<file path="config.mk">
export PLATFORM = sky130hd
export DESIGN_NAME = cc_punct_enc
export DESIGN_NICKNAME = d
export VERILOG_FILES = /design/src/rtl/cc_punct_enc.sv
export SDC_FILE = /design/constraint.sdc
export NUM_CORES = 1
export LEC_CHECK = 0
export ABC_CLOCK_PERIOD_IN_PS = 2330
export CORE_MARGIN = 4
export CORE_UTILIZATION = 54
export CTS_CLUSTER_DIAMETER = 150
export DETAILED_ROUTE_END_ITERATION = 7
export PLACE_DENSITY = 0.79
export SYNTH_ARGS = -nofsm -noshare
export SYNTH_HDL_FRONTEND = slang
export SYNTH_SLANG_ARGS = --single-unit
</file>
<file path="constraint.sdc">
create_clock -name clk -period 2.33 [get_ports clk]
set_input_delay 0.5825 -clock clk [delete_from_list [all_inputs] [get_ports clk]]
set_output_delay 0.5825 -clock clk [all_outputs]
set_load 0.02 [all_outputs]
</file>
<file path="src/rtl/cc_punct_enc.sv">
// Serial convolutional encoder with 802.16 puncturing (rates 1/2, 2/3, 3/4, 5/6).
// Define CC_ZERO_TAIL_EN to flush K-1 zero tail bits after each block.
module cc_punct_enc #(
    parameter int             K  = 7,
    parameter logic [K-1:0]   G1 = 7'o171,
    parameter logic [K-1:0]   G2 = 7'o133
) (
    input  logic       clk,
    input  logic       reset,
    input  logic       in_bit,
    input  logic       in_valid,
    input  logic       in_last,
    output logic       in_ready,
    input  logic [1:0] rate_id,
    output logic       out_bit,
    output logic       out_valid,
    output logic       out_last,
    input  logic       out_ready
);

`ifdef CC_ZERO_TAIL_EN
    localparam bit ZERO_TAIL = 1'b1;
`else
    localparam bit ZERO_TAIL = 1'b0;
`endif
    localparam int TW = $clog2(K);

    typedef enum logic [1:0] {RUN, FLUSH, DRAIN} state_t;

    state_t         state_q, state_d;
    logic [K-2:0]   s_q, s_d;
    logic [1:0]     pend_cnt_q, pend_cnt_d;
    logic [1:0]     pend_bit_q, pend_bit_d;
    logic [1:0]     pend_last_q, pend_last_d;
    logic [2:0]     phase_q, phase_d;
    logic [1:0]     rate_q, rate_d;
    logic           act_q, act_d;
    logic [TW-1:0]  tail_q, tail_d;

    logic       room, pop, enc, u, x, y, keep_x, keep_y, col_last;
    logic [1:0] rate_eff;
    logic [2:0] period;

    assign out_valid = (pend_cnt_q != 2'd0);
    assign out_bit   = pend_bit_q[0];
    assign out_last  = out_valid & pend_last_q[0];

    always_comb begin
        pop      = out_valid & out_ready;
        // A new column may only land once the buffer is empty after this cycle's pop.
        room     = (pend_cnt_q == 2'd0) | ((pend_cnt_q == 2'd1) & out_ready);
        in_ready = ~reset & (state_q == RUN) & room;
        enc      = (state_q == RUN) ? (in_valid & in_ready) : ((state_q == FLUSH) & room);
        u        = (state_q == RUN) & in_bit;
        rate_eff = act_q ? rate_q : rate_id;

        x = G1[K-1] & u;
        y = G2[K-1] & u;
        for (int i = 0; i < K-1; i++) begin
            x = x ^ (G1[K-2-i] & s_q[i]);
            y = y ^ (G2[K-2-i] & s_q[i]);
        end

        period = 3'd1;
        keep_x = 1'b1;
        keep_y = 1'b1;
        case (rate_eff)
            2'd1: begin
                period = 3'd2;
                keep_x = (phase_q == 3'd0);
            end
            2'd2: begin
                period = 3'd3;
                keep_x = (phase_q != 3'd1);
                keep_y = (phase_q != 3'd2);
            end
            2'd3: begin
                period = 3'd5;
                keep_x = (phase_q == 3'd0) | (phase_q == 3'd2) | (phase_q == 3'd4);
                keep_y = (phase_q == 3'd0) | (phase_q == 3'd1) | (phase_q == 3'd3);
            end
            default: ;
        endcase

        col_last = (state_q == RUN) ? (in_last & ~ZERO_TAIL) : (tail_q == TW'(K-2));

        state_d     = state_q;
        s_d         = s_q;
        pend_cnt_d  = pend_cnt_q;
        pend_bit_d  = pend_bit_q;
        pend_last_d = pend_last_q;
        phase_d     = phase_q;
        rate_d      = rate_q;
        act_d       = act_q;
        tail_d      = tail_q;

        if (pop) begin
            if (pend_cnt_q == 2'd2) begin
                pend_cnt_d     = 2'd1;
                pend_bit_d[0]  = pend_bit_q[1];
                pend_last_d[0] = pend_last_q[1];
            end else begin
                pend_cnt_d = 2'd0;
            end
        end

        if (enc) begin
            s_d         = {s_q[K-3:0], u};
            phase_d     = (phase_q == period - 3'd1) ? 3'd0 : phase_q + 3'd1;
            pend_cnt_d  = {keep_x & keep_y, keep_x ^ keep_y};
            pend_bit_d  = {y, keep_x ? x : y};
            // out_last rides on whichever bit of the column is kept last.
            pend_last_d = {col_last, (keep_x & keep_y) ? 1'b0 : col_last};
        end

        case (state_q)
            RUN: begin
                if (enc) begin
                    if (!act_q) begin
                        rate_d = rate_id;
                        act_d  = 1'b1;
                    end
                    if (in_last) begin
                        state_d = ZERO_TAIL ? FLUSH : DRAIN;
                        tail_d  = '0;
                    end
                end
            end
            FLUSH: begin
                if (enc) begin
                    tail_d = tail_q + TW'(1);
                    if (tail_q == TW'(K-2)) state_d = DRAIN;
                end
            end
            DRAIN: begin
                if (pend_cnt_q == 2'd0) begin
                    s_d     = '0;
                    phase_d = 3'd0;
                    act_d   = 1'b0;
                    state_d = RUN;
                end
            end
            default: state_d = RUN;
        endcase
    end

    always_ff @(posedge clk or posedge reset) begin
        if (reset) begin
            state_q     <= RUN;
            s_q         <= '0;
            pend_cnt_q  <= 2'd0;
            pend_bit_q  <= 2'd0;
            pend_last_q <= 2'd0;
            phase_q     <= 3'd0;
            rate_q      <= 2'd0;
            act_q       <= 1'b0;
            tail_q      <= '0;
        end else begin
            state_q     <= state_d;
            s_q         <= s_d;
            pend_cnt_q  <= pend_cnt_d;
            pend_bit_q  <= pend_bit_d;
            pend_last_q <= pend_last_d;
            phase_q     <= phase_d;
            rate_q      <= rate_d;
            act_q       <= act_d;
            tail_q      <= tail_d;
        end
    end

endmodule
</file>
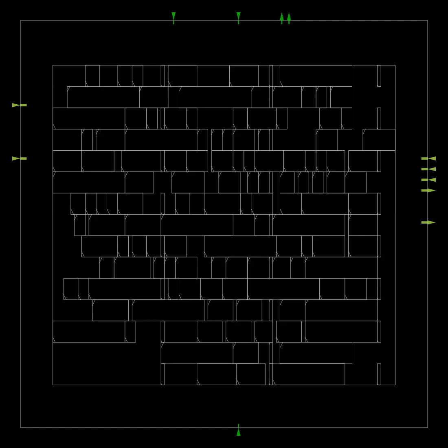
**Above:** run 1 (cell placement).
FP Rows: 15
sequential portion of the cell area: 0.371
tap cell count: 25
Final Instance Count excl. Fillers: 153
Final Util: 0.719

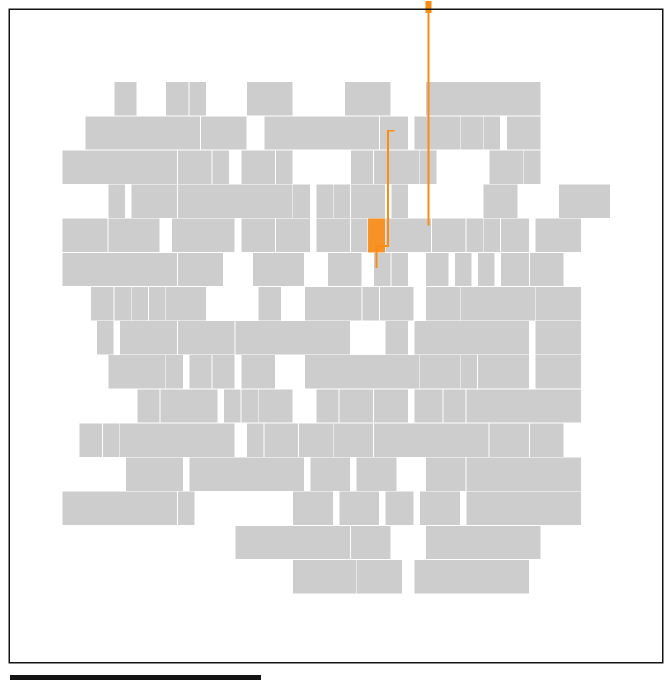
**Above:** run 1 (wires at chosen ports, followed through buffers).
The bar under the picture is 20 µm long.
Key: out_valid = orange [direction output, edge north, end cells 1, wire 29.1 µm]
I/O pin total: 12
port buffer count: 11

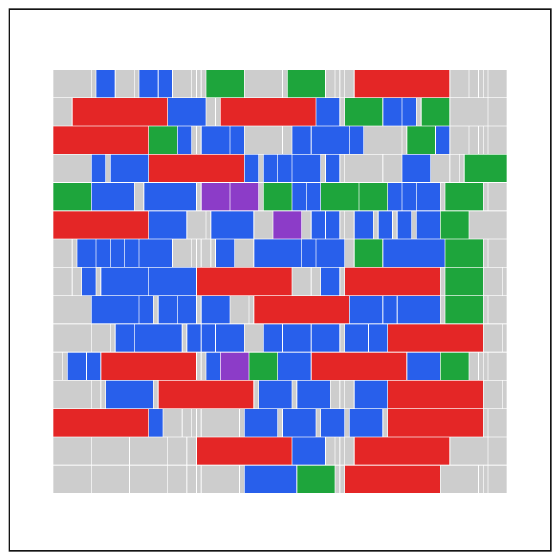
**Above:** run 1 (placement by cell class).
Fill, decap, tap and diode cells in grey.
Key: remaining logic cells = blue [cells 85, share of their area 45%]; remaining buffers and delay cells = green [cells 20, share of their area 14%]; clock drivers and dummy loads = purple [cells 4, share of their area 2.4%]; registers = red [cells 19, share of their area 38%]

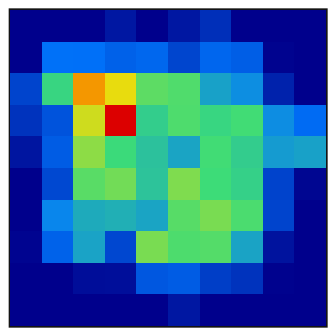
**Above:** run 1 (signal metal coverage by tile).
10 x 10 tiles, from dark blue (low) to red (high), scaled to the fullest tile. Values are wire area over tile area, all layers added.
30% of the tiles are nearly empty. The densest ninth of the die: centre. The mean over all tiles is 0.13.

==> impl_metrics.ini, run 1 <==
; yosys + openroad results
[timing]
hold_viol_final = 0
clock_skew_ns = 0.0156
max_slew.worst_pin.slew_ns = 0.407
layout_setup_ws_ns = 0.0133
fin_crit_sh = 0.994
timing.max_slew.rel_slack = 0.727
timing_max_transition_violations_final = 0
final_period_minus_worst_setup_slack_ns = 2.32
rsz0062_at_grt = yes
fmax_mhz = 432
setup_viol = 0

[detailed_routing]
drcViolationCount = 0
route.antenna.remaining_nets = 0
routed_len_inst_um = 14.5
first_iter_violations = 7
drt_wl_total_um = 2220
vias_post_dr = 845
first_pass_iters = 4
vias_per_cell = 5.52

[placement]
placed_cells = 149
place_congestion = 0.800
detailedPlace.worstSlack_ns = -0.321
placedInstanceArea_um2 = 1250
detailedPlacementHpwl_um = 1720

[pwr]
total_power_mw = 1.65
power_density_nw_per_um2 = 1280
worst_vdd_ir_uv = 734
cellLeakagePower_nw = 0.594

[yosys]
yosys.area.top_type_share = 0.456
synth.distinct_cells = 31
synth-edff-count = 0
top_post_synthesis_cells_by_count = sky130_fd_sc_hd__dfrtp_1, sky130_fd_sc_hd__nand2_1, sky130_fd_sc_hd__nor2_1
post-synth-top-count-cell = sky130_fd_sc_hd__dfrtp_1
ys_seq_share = 0.456
asyncSetResetFlopFracSynth = 1.00
ys.warnings.count = 0
syn_nets = 120
synthesis.area_um2 = 1040
average_size_of_a_mapped_cell_um2 = 9.84
yosys_register_bits = 19
cells_in_synth_stat_txt = 106
synthCells = 106
largest_area_cell = sky130_fd_sc_hd__dfrtp_1
synth-area-yosys_um2 = 1040
ys_dominant_reg_cell = sky130_fd_sc_hd__dfrtp_1
netlist_top_cells_area = sky130_fd_sc_hd__dfrtp_1, sky130_fd_sc_hd__ha_1, sky130_fd_sc_hd__nand2_1

[cells_and_area]
number_of_antenna_diodes = 0
finalInstanceArea_um2 = 1280
mostFrequentLayoutCells = sky130_fd_sc_hd__dfrtp_1, sky130_fd_sc_hd__nand2_1, sky130_fd_sc_hd__clkdlybuf4s50_1, sky130_fd_sc_hd__nor2_1, sky130_fd_sc_hd__buf_4
most_instantiated_logic_cell_after_routing = sky130_fd_sc_hd__dfrtp_1
number_of_nets_in_the_finished_design = 143
final_layout_size_suffix_gt1_frac = 0.164
synthToLayoutAreaGrowth_pct = 22.9

[clock_network]
cts_num_sinks = 19
clock_tree.buffer_depth = 2
clock-root-buffer = sky130_fd_sc_hd__clkbuf_4
number_of_buffers_added_for_setup_after_cts = 0
cts_inserted_buffers = 3
cts-htree-levels = 1
cts-resized-gates = 4
clk_transition_reported_paths_ns = 0.13
tritoncts = done
clock_latency_ns = 0.30
cts_hold_buffers = 0

[critical_path]
timing.critical_path.from_type = input pin
regToRegSetupSlack_ns = 0.34
cp_data_arrival_time_ns = 1.73
worst-r2r-cell-count = 5
worstSetupEndpoint = in_ready
critPathMaxFanout = 2
rr_endpoint = pend_bit_q[0]
worst_reg2reg_path_startpoint = act_q
setup.worst_path.start = out_ready
cp.required_ns = 1.75
setup.worst_path.class = in2out
worst_setup_path_end_kind = primary output

[hold_path]
min_delay_worst_endpoint = pend_bit_q[1]
hold_path.startpoint = pend_bit_q[1]
timing.hold.worst.class = reg2reg
worstHoldPathCells = 2

[floorplanning]
floorplan.die_area_um2 = 2700
floorplan.initialDensity = 0.585
coreArea_um2 = 1780
fp.dieW_um = 52.0
die_boundary_height_um = 52.0

[global_routing]
antenna_found_initial = 0
grt_pass1_vias = 888
grt.overflow.total = 0
first_pass_grt_wire_length_um = 3800
grt_max_degree = 19
groute.usage.overall = 0.193

[job]
timing.max_cap.violations = 0
stage_log_warnings = 30

[outcome]
run_status = finished, final reports clean
==> run 1: power breakdown <==
part	total (mW)	switching, mW	internal, mW
clock	0.176	0.111	0.0653
combinational	0.874	0.443	0.431
sequential	0.597	0.128	0.468
total	1.65	0.682	0.965
==> run 1: logic make-up after synthesis <==
group,share of synthesized area
simple gates,0.192
buf+inv,0.0324
flops,0.456
mux,0.0540
xor+xnor,0.0420
fa+ha+maj,0.0719
compound gates,0.152
==> run 1: stage by stage <==
stage          hold WS (ns)  TNS, ns
4_1_cts               0.498        0
6_report              0.498        0
3_5_place_dp          0.470   -0.813
3_3_place_gp          0.463   -0.374
2_1_floorplan         0.445        0
5_1_grt               0.545   -0.172
==> run 1: per-layer routing <==
| metal | vias to the layer above | GRT usage | share of wire |
|---|---|---|---|
| met5 | - | 0 | 0 |
| met4 | 0 | 0.0917 | 0.018 |
| met3 | 4 | 0.0372 | 0.035 |
| met2 | 19 | 0.358 | 0.53 |
| met1 | 405 | 0.206 | 0.42 |
| li1 | 417 | - | - |
==> run 1: sequential cells by signal, indices dropped and copies added (netlist names) <==
register and cells:
s_q 6, phase_q 3, pend_bit_q 2, pend_cnt_q 2, pend_last_q 2, rate_q 2
act_q 1, state_q 1
==> run 1: final cells by class <==
| type | instances | area [µm²] |
|---|---|---|
| sequential | 19 | 475 |
| multi-input combinational | 78 | 541 |
| timing repair buffer | 20 | 179 |
| clock inverter | 1 | 7.51 |
| clock buffer | 3 | 22.5 |
| fill | 130 | 500 |
| inverter | 7 | 26.3 |
| tap | 25 | 31.3 |
==> run 1: critical path, stage by stage <==
cell	delay (ns)
sky130_fd_sc_hd__clkdlybuf4s50_1	0.48
sky130_fd_sc_hd__nor2b_1	0.07
sky130_fd_sc_hd__nor4_1	0.28
sky130_fd_sc_hd__clkdlybuf4s15_2	0.32
==> run 1 -> run 2 <==
==> constraint.sdc (replaced) <==
create_clock -name clk -period 2.33 [get_ports clk]
set_input_delay 0.3495 -clock clk [delete_from_list [all_inputs] [get_ports clk]]
set_output_delay 0.3495 -clock clk [all_outputs]
set_load 0.02 [all_outputs]
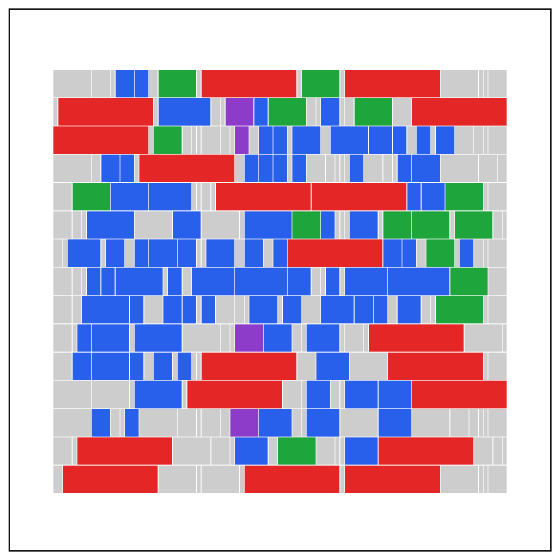
**Above:** run 2 (placement by cell class).
Fill, decap, tap and diode cells in grey.
Key: remaining buffers and delay cells = green [cells 15, share of their area 12%]; remaining logic cells = blue [cells 85, share of their area 47%]; clock drivers and dummy loads = purple [cells 4, share of their area 2.2%]; registers = red [cells 19, share of their area 39%]
cell area after layout: 1240 µm²
sequential portion of the cell area: 0.383
standard cell core area: 1780 µm²

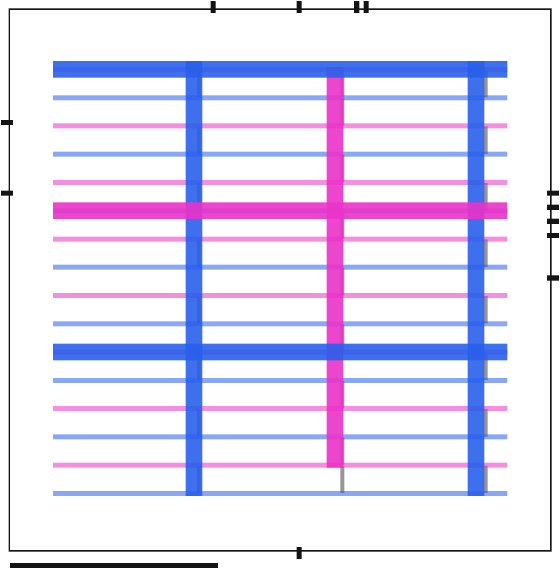
**Above:** run 2 (floorplan with the power grid).
The bar under the picture is 20 µm long. Pins as bars on the die edge. Tap cells in grey.
Key: VDD = magenta; VSS = blue
3 straps on met5. 3 straps on met4. The core has 15 rows. 25 tap cells. 12 signal pins sit on the boundary.
die boundary height: 52.0 µm
worst vdd ir: 763 µV
Die Wd: 52.0 µm

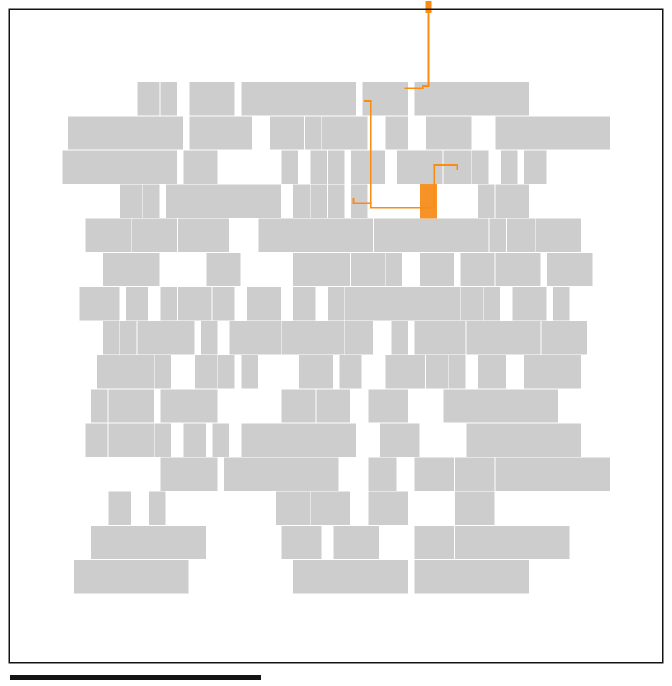
**Above:** run 2 (wires at chosen ports, followed through buffers).
The bar under the picture is 20 µm long.
Key: out_valid = orange [direction output, edge north, end cells 1, wire 29.1 µm]

==> impl_metrics.ini, run 2 <==
; yosys + openroad results
[clock_network]
cts_hold_buffers = 0
tritoncts = done
clock_tree.buffer_depth = 2
cts-resized-gates = 0
number_of_buffers_added_for_setup_after_cts = 0
clk_transition_reported_paths_ns = 0.10
clock_latency_ns = 0.29
cts_num_sinks = 19
cts_inserted_buffers = 3

[timing]
clock_skew_ns = 0.00450
rsz0062_at_grt = no
fin_crit_sh = 0.901
finalHoldWorstSlack_ns = 0.489
timing.max_slew.rel_slack = 0.527
layout_setup_ws_ns = 0.231
final_period_minus_worst_setup_slack_ns = 2.10
hold_viol_final = 0
setup_viol = 0
timing_max_transition_violations_final = 0
max_slew.worst_pin.slew_ns = 0.708
setup-tns-final_ns = 0

[critical_path]
cp_data_arrival_time_ns = 1.75
cp.required_ns = 1.98
timing.critical_path.from_type = flip-flop
timing.critical_path.slowest_stage_cell = sky130_fd_sc_hd__clkdlybuf4s50_1
critPathMaxFanout = 5
regToRegSetupSlack_ns = 0.38
critPathBufInv = 2
cp_peak_stage_delay_ns = 0.53
path_cells = nor2_1 -> inv_1 -> and2_1 -> clkdlybuf4s50_1
worst_setup_path_end_kind = primary output

[yosys]
synth-edff-count = 0
top_post_synthesis_cells_by_count = sky130_fd_sc_hd__dfrtp_1, sky130_fd_sc_hd__nand2_1, sky130_fd_sc_hd__nor2_1
ys.warnings.count = 0
netlist_top_cells_area = sky130_fd_sc_hd__dfrtp_1, sky130_fd_sc_hd__ha_1, sky130_fd_sc_hd__nand2_1
synthCells = 106
synth.distinct_cells = 31
yosys_register_bits = 19
post-synth-top-count-cell = sky130_fd_sc_hd__dfrtp_1
yosys.area.top_type_share = 0.456
synthesis.area_um2 = 1040
cells_in_synth_stat_txt = 106
syn_nets = 120
synth-area-yosys_um2 = 1040
asyncSetResetFlopFracSynth = 1.00
ys_dominant_reg_cell = sky130_fd_sc_hd__dfrtp_1

[cells_and_area]
largest_register = s_q
synthToLayoutAreaGrowth_pct = 19.1
final_layout_size_suffix_gt1_frac = 0.114
largest_register_ff_count = 6
mostFrequentLayoutCells = sky130_fd_sc_hd__dfrtp_1, sky130_fd_sc_hd__nand2_1, sky130_fd_sc_hd__clkdlybuf4s50_1, sky130_fd_sc_hd__nor2_1, sky130_fd_sc_hd__inv_1
layout.area.seq_um2 = 475
number_of_nets_in_the_finished_design = 138
most_instantiated_logic_cell_after_routing = sky130_fd_sc_hd__dfrtp_1
reg_top3 = s_q x6, phase_q x3
logic_area_um2 = 541
fill_cells = 152

[detailed_routing]
routed_len_inst_um = 12.8
route.met2.wl_um = 855
first_pass_iters = 4
vias_per_cell = 5.53
vias_post_dr = 818
first_iter_violations = 8
drt_wl_total_um = 1890
route.antenna.remaining_nets = 0
met3_length_um = 70

[placement]
detailedPlacementHpwl_um = 1460
placedInstanceArea_um2 = 1210
placed_cells = 144
detailedPlace.worstSlack_ns = 0.104
portBuffers = 11

[floorplanning]
ioPinCount = 12
floorplan.initialDensity = 0.585
fp-row-count = 15

[global_routing]
grt_pass1_vias = 811
first_pass_grt_wire_length_um = 3450
groute.usage.overall = 0.174
antenna_found_initial = 0
grt.overflow.total = 0

[job]
timing.max_cap.violations = 0
stage_log_warnings = 29

[pwr]
total_power_mw = 1.59
power_density_nw_per_um2 = 1280

[outcome]
run_status = finished, final reports clean

[hold_path]
timing.hold.worst.class = reg2reg
==> run 2: cell counts after synthesis <==
Identical to the previous run, type by type.
==> run 2: power by group <==
| part | internal [mW] | switching (mW) |
|---|---|---|
| Clock | 0.0666 | 0.0932 |
| Sequential | 0.469 | 0.127 |
| Combinational | 0.419 | 0.415 |
==> run 2: per-layer routing <==
layer	GRT usage	vias up
met5	0	-
met4	0.105	0
met3	0.0287	4
met2	0.280	11
met1	0.218	392
li1	-	411
==> run 2: kinds of logic after synthesis <==
| kind of cell | count (synthesis) | share of synthesized area |
|---|---|---|
| buffers and inverters | 9 | 0.0324 |
| XOR/XNOR | 5 | 0.0420 |
| AND-OR/OR-AND | 23 | 0.152 |
| flip-flops | 19 | 0.456 |
| AND/OR/NAND/NOR | 39 | 0.192 |
| adder cells (fa/ha/maj) | 6 | 0.0719 |
| multiplexers | 5 | 0.0540 |
==> run 2: path summary, 6_finish.rpt <==
kind,from,end,cells past startpoint
min in group asynchronous,reset,pend_cnt_q[1],2
max in group asynchronous,reset,phase_q[2],2
min,pend_bit_q[1],pend_bit_q[1],2
max,pend_cnt_q[1],out_last,4
min reg2reg,pend_bit_q[1],pend_bit_q[1],2
max reg2reg,act_q,pend_bit_q[0],5
==> run 2: tightest hold or removal path, cell delays in order, from the launching register on <==
cell                      delay (ns)
sky130_fd_sc_hd__dfrtp_1        0.36
sky130_fd_sc_hd__nand2_1        0.05
sky130_fd_sc_hd__o21ai_0        0.05
==> run 2: area by class of cell <==
| cell class | count | area share |
|---|---|---|
| multi-input combinational | 78 | 0.435 |
| sequential | 19 | 0.383 |
| timing repair buffer | 15 | 0.115 |
| tap | 25 | 0.0252 |
| clock buffer | 4 | 0.0211 |
| inverter | 7 | 0.0211 |
No activity file was given, so power comes from the tool's default toggle rates.
